File: src/rtl/toy_itcm_arb_pkg.sv
// Shared widths and types for the ITCM fetch-port arbiter.
package toy_itcm_arb_pkg;

    localparam int ADDR_WIDTH          = 32;
    localparam int FETCH_DATA_WIDTH    = 64;
    // 1 valid/kind bit + opcode + MSHR index + ROB id
    localparam int ITCM_ENTRY_ID_WIDTH = 8;
    localparam int ITCM_ARB_N_REQ      = 2;
    localparam int ITCM_ARB_MAX_OUTST  = 4;

    // One buffered ITCM ack beat: id sits above data when packed.
    typedef struct packed {
        logic [ITCM_ENTRY_ID_WIDTH-1:0] id;
        logic [FETCH_DATA_WIDTH-1:0]    data;
    } itcm_ack_pld_t;

endpackage

File: src/rtl/toy_itcm_arb_fifo.sv
// Generic synchronous FIFO with asynchronous active-low reset.
// Pushes while full and pops while empty are ignored; rdata shows the head.
module toy_itcm_arb_fifo #(
    parameter int WIDTH = 8,
    parameter int DEPTH = 4
) (
    input  logic             clk,
    input  logic             rst_n,
    input  logic             push,
    input  logic [WIDTH-1:0] wdata,
    input  logic             pop,
    output logic [WIDTH-1:0] rdata,
    output logic             full,
    output logic             empty
);

    localparam int AW = $clog2(DEPTH);

    logic [WIDTH-1:0] mem [DEPTH];
    logic [AW:0]      wr_ptr;
    logic [AW:0]      rd_ptr;
    logic             do_push;
    logic             do_pop;

    // Pointers carry one wrap bit so full and empty can be told apart.
    assign empty   = (wr_ptr == rd_ptr);
    assign full    = (wr_ptr[AW] != rd_ptr[AW]) && (wr_ptr[AW-1:0] == rd_ptr[AW-1:0]);
    assign do_push = push && !full;
    assign do_pop  = pop && !empty;
    assign rdata   = mem[rd_ptr[AW-1:0]];

    // Pointer update; reset flushes the FIFO to empty.
    always_ff @(posedge clk or negedge rst_n) begin
        if (!rst_n) begin
            wr_ptr <= '0;
            rd_ptr <= '0;
        end else begin
            if (do_push) wr_ptr <= wr_ptr + (AW+1)'(1);
            if (do_pop)  rd_ptr <= rd_ptr + (AW+1)'(1);
        end
    end

    // Storage write; contents need no reset because empty masks them.
    always_ff @(posedge clk) begin
        if (do_push) mem[wr_ptr[AW-1:0]] <= wdata;
    end

endmodule

File: src/rtl/toy_itcm_arb.sv
// Credit-based round-robin arbiter for the single ITCM fetch port.
// Reads in flight are capped at MAX_OUTST so every ack fits in the resp
// FIFO; acks are steered back to their issuer in issue order.
module toy_itcm_arb
    import toy_itcm_arb_pkg::*;
#(
    parameter int N_REQ     = ITCM_ARB_N_REQ,
    parameter int MAX_OUTST = ITCM_ARB_MAX_OUTST,
    parameter int ADDR_W    = ADDR_WIDTH,
    parameter int DATA_W    = FETCH_DATA_WIDTH,
    parameter int ID_W      = ITCM_ENTRY_ID_WIDTH
) (
    input  logic                    clk,
    input  logic                    rst_n,
    input  logic [N_REQ-1:0]        req_vld,
    output logic [N_REQ-1:0]        req_rdy,
    input  logic [N_REQ*ADDR_W-1:0] req_addr,
    input  logic [N_REQ*ID_W-1:0]   req_entry_id,
    output logic [N_REQ-1:0]        ack_vld,
    input  logic [N_REQ-1:0]        ack_rdy,
    output logic [DATA_W-1:0]       ack_data,
    output logic [ID_W-1:0]         ack_entry_id,
    output logic                    mem_req_vld,
    input  logic                    mem_req_rdy,
    output logic [ADDR_W-1:0]       mem_req_addr,
    output logic [ID_W-1:0]         mem_req_entry_id,
    input  logic                    mem_ack_vld,
    output logic                    mem_ack_rdy,
    input  logic [DATA_W-1:0]       mem_ack_data,
    input  logic [ID_W-1:0]         mem_ack_entry_id
);

    // Handshakes: a transfer happens on a rising clk edge where valid and
    // ready are both 1. Valid never waits on ready; while valid is high and
    // ready is low, the payload is held stable. The ITCM ack side has no
    // backpressure (mem_ack_rdy is constant 1), so every mem_ack_vld cycle
    // is one beat.

    localparam int IDX_W = $clog2(N_REQ);
    localparam int CNT_W = $clog2(MAX_OUTST + 1);
    localparam int PLD_W = DATA_W + ID_W;

    logic [IDX_W-1:0] rr_ptr;
    logic [IDX_W-1:0] winner;
    logic             any_vld;
    logic             below_max;
    logic             can_issue;
    logic             issue;
    logic             deliver;
    logic [CNT_W-1:0] cnt;

    logic [IDX_W-1:0] order_head;
    logic             order_full;
    logic             order_empty;
    logic [PLD_W-1:0] resp_head;
    logic             resp_full;
    logic             resp_empty;

    assign below_max   = (cnt < CNT_W'(MAX_OUTST));
    assign can_issue   = below_max && mem_req_rdy;
    assign mem_req_vld = any_vld && below_max;
    assign issue       = mem_req_vld && mem_req_rdy;
    assign mem_ack_rdy = 1'b1;

    // Round-robin search: first valid requester at or above rr_ptr, wrapping.
    always_comb begin
        winner  = '0;
        any_vld = 1'b0;
        for (int k = 0; k < N_REQ; k++) begin
            if (!any_vld && req_vld[(int'(rr_ptr) + k) % N_REQ]) begin
                winner  = IDX_W'((int'(rr_ptr) + k) % N_REQ);
                any_vld = 1'b1;
            end
        end
    end

    assign mem_req_addr     = req_addr[int'(winner)*ADDR_W +: ADDR_W];
    assign mem_req_entry_id = req_entry_id[int'(winner)*ID_W +: ID_W];

    // Grant only the winner, and only when a credit and the ITCM are free.
    always_comb begin
        req_rdy = '0;
        if (any_vld && can_issue) req_rdy[winner] = 1'b1;
    end

    // Steer the resp FIFO head to the requester recorded at the order FIFO head.
    always_comb begin
        ack_vld = '0;
        if (!resp_empty) ack_vld[order_head] = 1'b1;
    end

    assign deliver      = !resp_empty && ack_rdy[order_head];
    assign ack_entry_id = resp_head[PLD_W-1 -: ID_W];
    assign ack_data     = resp_head[DATA_W-1:0];

    // Pointer moves past the winner only on an actual issue.
    always_ff @(posedge clk or negedge rst_n) begin
        if (!rst_n) begin
            rr_ptr <= '0;
        end else if (issue) begin
            rr_ptr <= (winner == IDX_W'(N_REQ - 1)) ? '0 : winner + IDX_W'(1);
        end
    end

    // Credit counter: reads issued but not yet delivered to a requester.
    always_ff @(posedge clk or negedge rst_n) begin
        if (!rst_n) begin
            cnt <= '0;
        end else begin
            case ({issue, deliver})
                2'b10:   cnt <= cnt + CNT_W'(1);
                2'b01:   cnt <= cnt - CNT_W'(1);
                default: cnt <= cnt;
            endcase
        end
    end

    toy_itcm_arb_fifo #(
        .WIDTH (IDX_W),
        .DEPTH (MAX_OUTST)
    ) u_order_fifo (
        .clk   (clk),
        .rst_n (rst_n),
        .push  (issue),
        .wdata (winner),
        .pop   (deliver),
        .rdata (order_head),
        .full  (order_full),
        .empty (order_empty)
    );

    toy_itcm_arb_fifo #(
        .WIDTH (PLD_W),
        .DEPTH (MAX_OUTST)
    ) u_resp_fifo (
        .clk   (clk),
        .rst_n (rst_n),
        .push  (mem_ack_vld),
        .wdata ({mem_ack_entry_id, mem_ack_data}),
        .pop   (deliver),
        .rdata (resp_head),
        .full  (resp_full),
        .empty (resp_empty)
    );

    // The ITCM cannot be stalled, so a beat into a full resp FIFO is lost data.
    a_resp_overflow: assert property (@(posedge clk) disable iff (!rst_n)
        !(mem_ack_vld && resp_full));
    a_cnt_max: assert property (@(posedge clk) disable iff (!rst_n)
        cnt <= CNT_W'(MAX_OUTST));
    a_cnt_underflow: assert property (@(posedge clk) disable iff (!rst_n)
        !(deliver && !issue && cnt == '0));
    a_order_empty_cnt: assert property (@(posedge clk) disable iff (!rst_n)
        order_empty |-> (cnt == '0));
    a_order_not_full_on_issue: assert property (@(posedge clk) disable iff (!rst_n)
        !(issue && order_full));

endmodule

File: config.mk
export PLATFORM = sky130hd
export DESIGN_NAME = toy_itcm_arb
export DESIGN_NICKNAME = d
export VERILOG_FILES = /design/src/rtl/toy_itcm_arb_pkg.sv /design/src/rtl/toy_itcm_arb_fifo.sv /design/src/rtl/toy_itcm_arb.sv
export SDC_FILE = /design/constraint.sdc
export NUM_CORES = 1
export LEC_CHECK = 0
export ABC_AREA = 1
export CAP_MARGIN = 20
export CORE_UTILIZATION = 54
export DETAILED_ROUTE_END_ITERATION = 7
export PLACE_DENSITY = 0.87
export SLEW_MARGIN = 25
export SYNTH_ARGS = -nofsm -noshare
export SYNTH_HDL_FRONTEND = slang
export SYNTH_SLANG_ARGS = --single-unit
File: constraint.sdc
create_clock -name clk -period 6.65 [get_ports clk]
set_input_delay 1.33 -clock clk [delete_from_list [all_inputs] [get_ports clk]]
set_output_delay 1.33 -clock clk [all_outputs]
set_load 0.02 [all_outputs]
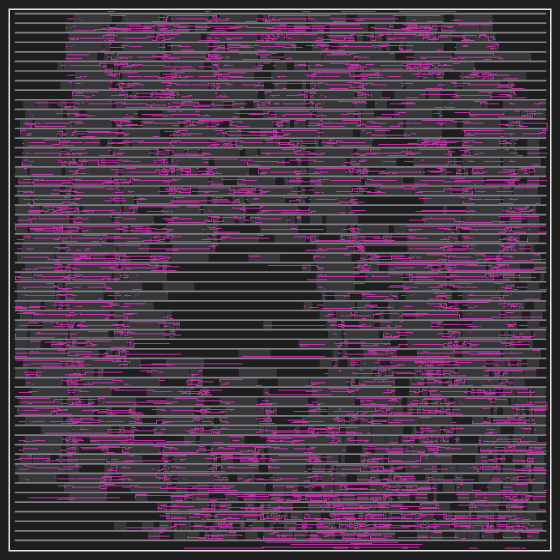
(metal 1)
Supply wires on this layer in gray.
longest straight run: 44.6 um
main direction: horizontal
nets with wire on the layer: 1,261
share of all routed wire: 39%

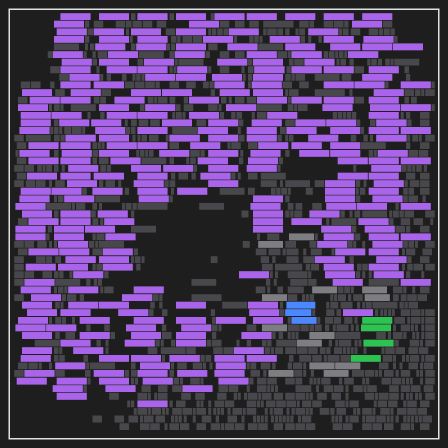
(register map, names as in the netlist)
| color | name in the netlist | placed flops |
|---|---|---|
| purple | u_resp_fifo.mem | 288 |
| blue | u_resp_fifo.rd_ptr | 3 |
| green | u_order_fifo.mem | 4 |
not colored: 13
register area: 9170 sq um
sequential cell area share: 56.2%
total sequential power: 2.78 mW
fin util: 72.4%

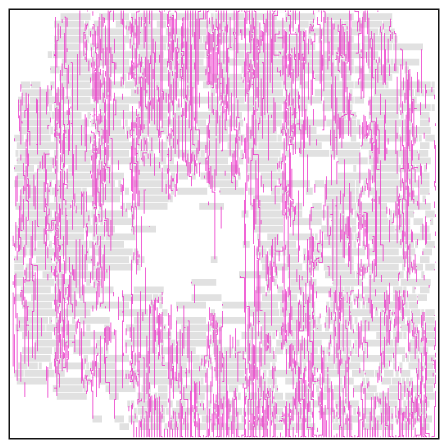
(metal 2)
share of all routed wire: 51%
longest straight run: 72.1 um
nets with wire on the layer: 1,129

==> flow_metrics.py <==
# Auto-generated metrics
metrics = {
    "die": {
        "die_area_sq_um": 23500,
        "num_tap_cells": 285,
        "core_area_sq_um": 22600,
        "initial_core_util_pct": 54.8,
        "fp-row-count": 55,
        "io_pins": 278,
        "fp.dieW_um": 153,
    },
    "finish": {
        "drive_above_1_share_pct": 6.02,
        "mostFrequentLayoutCell": "edfxtp_1",
        "final_nets": 1395,
        "inv_count": 24,
        "comb_cells": 573,
        "comb_share_pct": 17.6,
        "stdcell_count": 1531,
        "diodes": 1,
        "logic_area_sq_um": 2880,
        "fillers": 1443,
        "nFlopsAndLatches": 308,
        "dominant-cell-class": "flip-flops and latches",
        "clkCellAreaFrac_pct": 6.07,
        "area_growth_pct": 32.1,
        "fin_area_sq_um": 16300,
    },
    "power": {
        "combPwrFrac_pct": 41.3,
        "maxPowerGroup": "combinational logic",
        "sw_frac_of_total_pct": 36.4,
        "p_sw_mw": 2.77,
        "p_total_mw": 7.62,
        "leakage_nw": 5.78,
        "clkPwrFrac_pct": 22.2,
        "p_comb_mw": 3.15,
        "p_clk_mw": 1.70,
        "pwr-share-seq_pct": 36.5,
        "peakVddDrop_mv": 0.326,
        "power_density_nw_per_um2": 467,
    },
    "global_routing": {
        "grt_usage_pct": 24.1,
        "grt_pass1_vias": 8320,
        "globalRoute.totalOverflow": 0,
    },
    "synth": {
        "simple_gate_share_pct": 10.6,
        "synth_warnings": 0,
        "ys_ff": 308,
        "ys_seq_share_pct": 74.1,
        "mux_share_pct": 0.0911,
        "synth_stat.cells": 960,
        "ys_sh_xor_pct": 1.20,
        "adder_share_pct": 1.27,
        "synthDistinctLibCells": 33,
        "synthCells": 960,
    },
    "timing": {
        "slew_viol_final": 0,
        "rsz0062_at_grt": "no",
        "layout_setup_ws_ns": 1.63,
        "period_minus_slack_ns": 5.02,
        "relSlewSlack_pct": 35.0,
        "fin_crit_sh_pct": 75.5,
        "hold_slack_ns": 0.520,
        "hold_violations": 0,
    },
    "drt": {
        "wl_per_cell_um": 18.6,
        "detail-route-antenna-nets": 0,
        "drt-initial-drc-count": 835,
        "vias": 8453,
        "dr.pass1.iters": 5,
        "finalWirelength_um": 28400,
        "vias_per_cell": 5.52,
        "drc_errors": 0,
    },
    "critical_path": {
        "arrival_ns": 3.69,
        "worstReg2RegStart": "u_resp_fifo.rd_ptr[1]",
        "worst-setup-path-type": "input pin to output port",
        "worstRegToRegCells": 6,
        "start_kind": "input pin",
        "crit_chain": "clkdlybuf4s50_1 > inv_1 > a21oi_4 > inv_2 > nor2_1 > clkdlybuf4s50_1",
        "crit_required_ns": 5.32,
        "path_depth": 6,
        "cp_slowest_cell": "clkdlybuf4s50_1",
        "path_delay_family": "buffers and inverters",
    },
    "clock_network": {
        "cts_inserted_buffers": 30,
        "cts_hold_buf": 0,
        "cts_resized": 0,
        "clock_latency_ns": 0.55,
        "clk_pin_slew_worst_paths_ns": 0.06,
        "htreeDepth": 1,
    },
    "run": {
        "drv_cap": 0,
    },
    "placed_design": {
        "placed_area_sq_um": 15300,
        "dp_hpwl_um": 16900,
        "dp.cells": 1476,
    },
    "hold_path": {
        "hold_start": "cnt[0]",
        "min_path_type": "flop to flop",
        "whs_path_depth": 1,
    },
    "status": {
        "status": "finished, final reports clean",
    },
}
## metal layers
metal | track usage, % | up-vias | part of all wire, %
li1 | - | 3979 | -
met1 | 30.5 | 4031 | 39
met2 | 41.5 | 377 | 51
met3 | 4.76 | 66 | 7.4
met4 | 8.42 | 0 | 2.9
met5 | 0 | - | 0
## synth_stat cells
cell type | count | area share (%)
mux2_2 | 1 | 0.091
fa_1 | 1 | 0.16
xor2_1 | 4 | 0.28
nand3_2 | 3 | 0.24
buf_4 | 8 | 0.49
nand3_4 | 1 | 0.14
inv_2 | 3 | 0.091
o22ai_1 | 72 | 3.6
nand2_4 | 3 | 0.27
xnor2_2 | 1 | 0.13
inv_4 | 1 | 0.051
edfxtp_1 | 292 | 71
buf_2 | 18 | 0.73
dfrtp_1 | 16 | 3.2
nand4_1 | 3 | 0.15
nand3b_4 | 1 | 0.16
buf_1 | 4 | 0.12
a21oi_1 | 2 | 0.081
a21oi_2 | 1 | 0.071
clkbuf_1 | 24 | 0.73
o21ai_1 | 2 | 0.081
inv_1 | 20 | 0.61
nor2_1 | 157 | 4.8
xnor2_4 | 1 | 0.22
buf_6 | 1 | 0.091
nand3_1 | 6 | 0.24
o21ai_0 | 146 | 5.9
conb_1 | 1 | 0.030
ha_1 | 11 | 1.1
nand2_1 | 144 | 4.4
nand3b_1 | 1 | 0.061
nand2_2 | 3 | 0.15
xnor2_1 | 8 | 0.57
## worst paths after layout
kind / to / slack [ns]
max: req_rdy[1] / 1.63
min: cnt[0] / 0.52
max reg2reg: u_resp_fifo.mem[1][70] / 3.48
min reg2reg: cnt[0] / 0.52
max in group asynchronous: u_resp_fifo.rd_ptr[0] / 4.83
min in group asynchronous: u_resp_fifo.wr_ptr[1] / 1.23
No activity file was given, so power comes from the tool's default toggle rates.
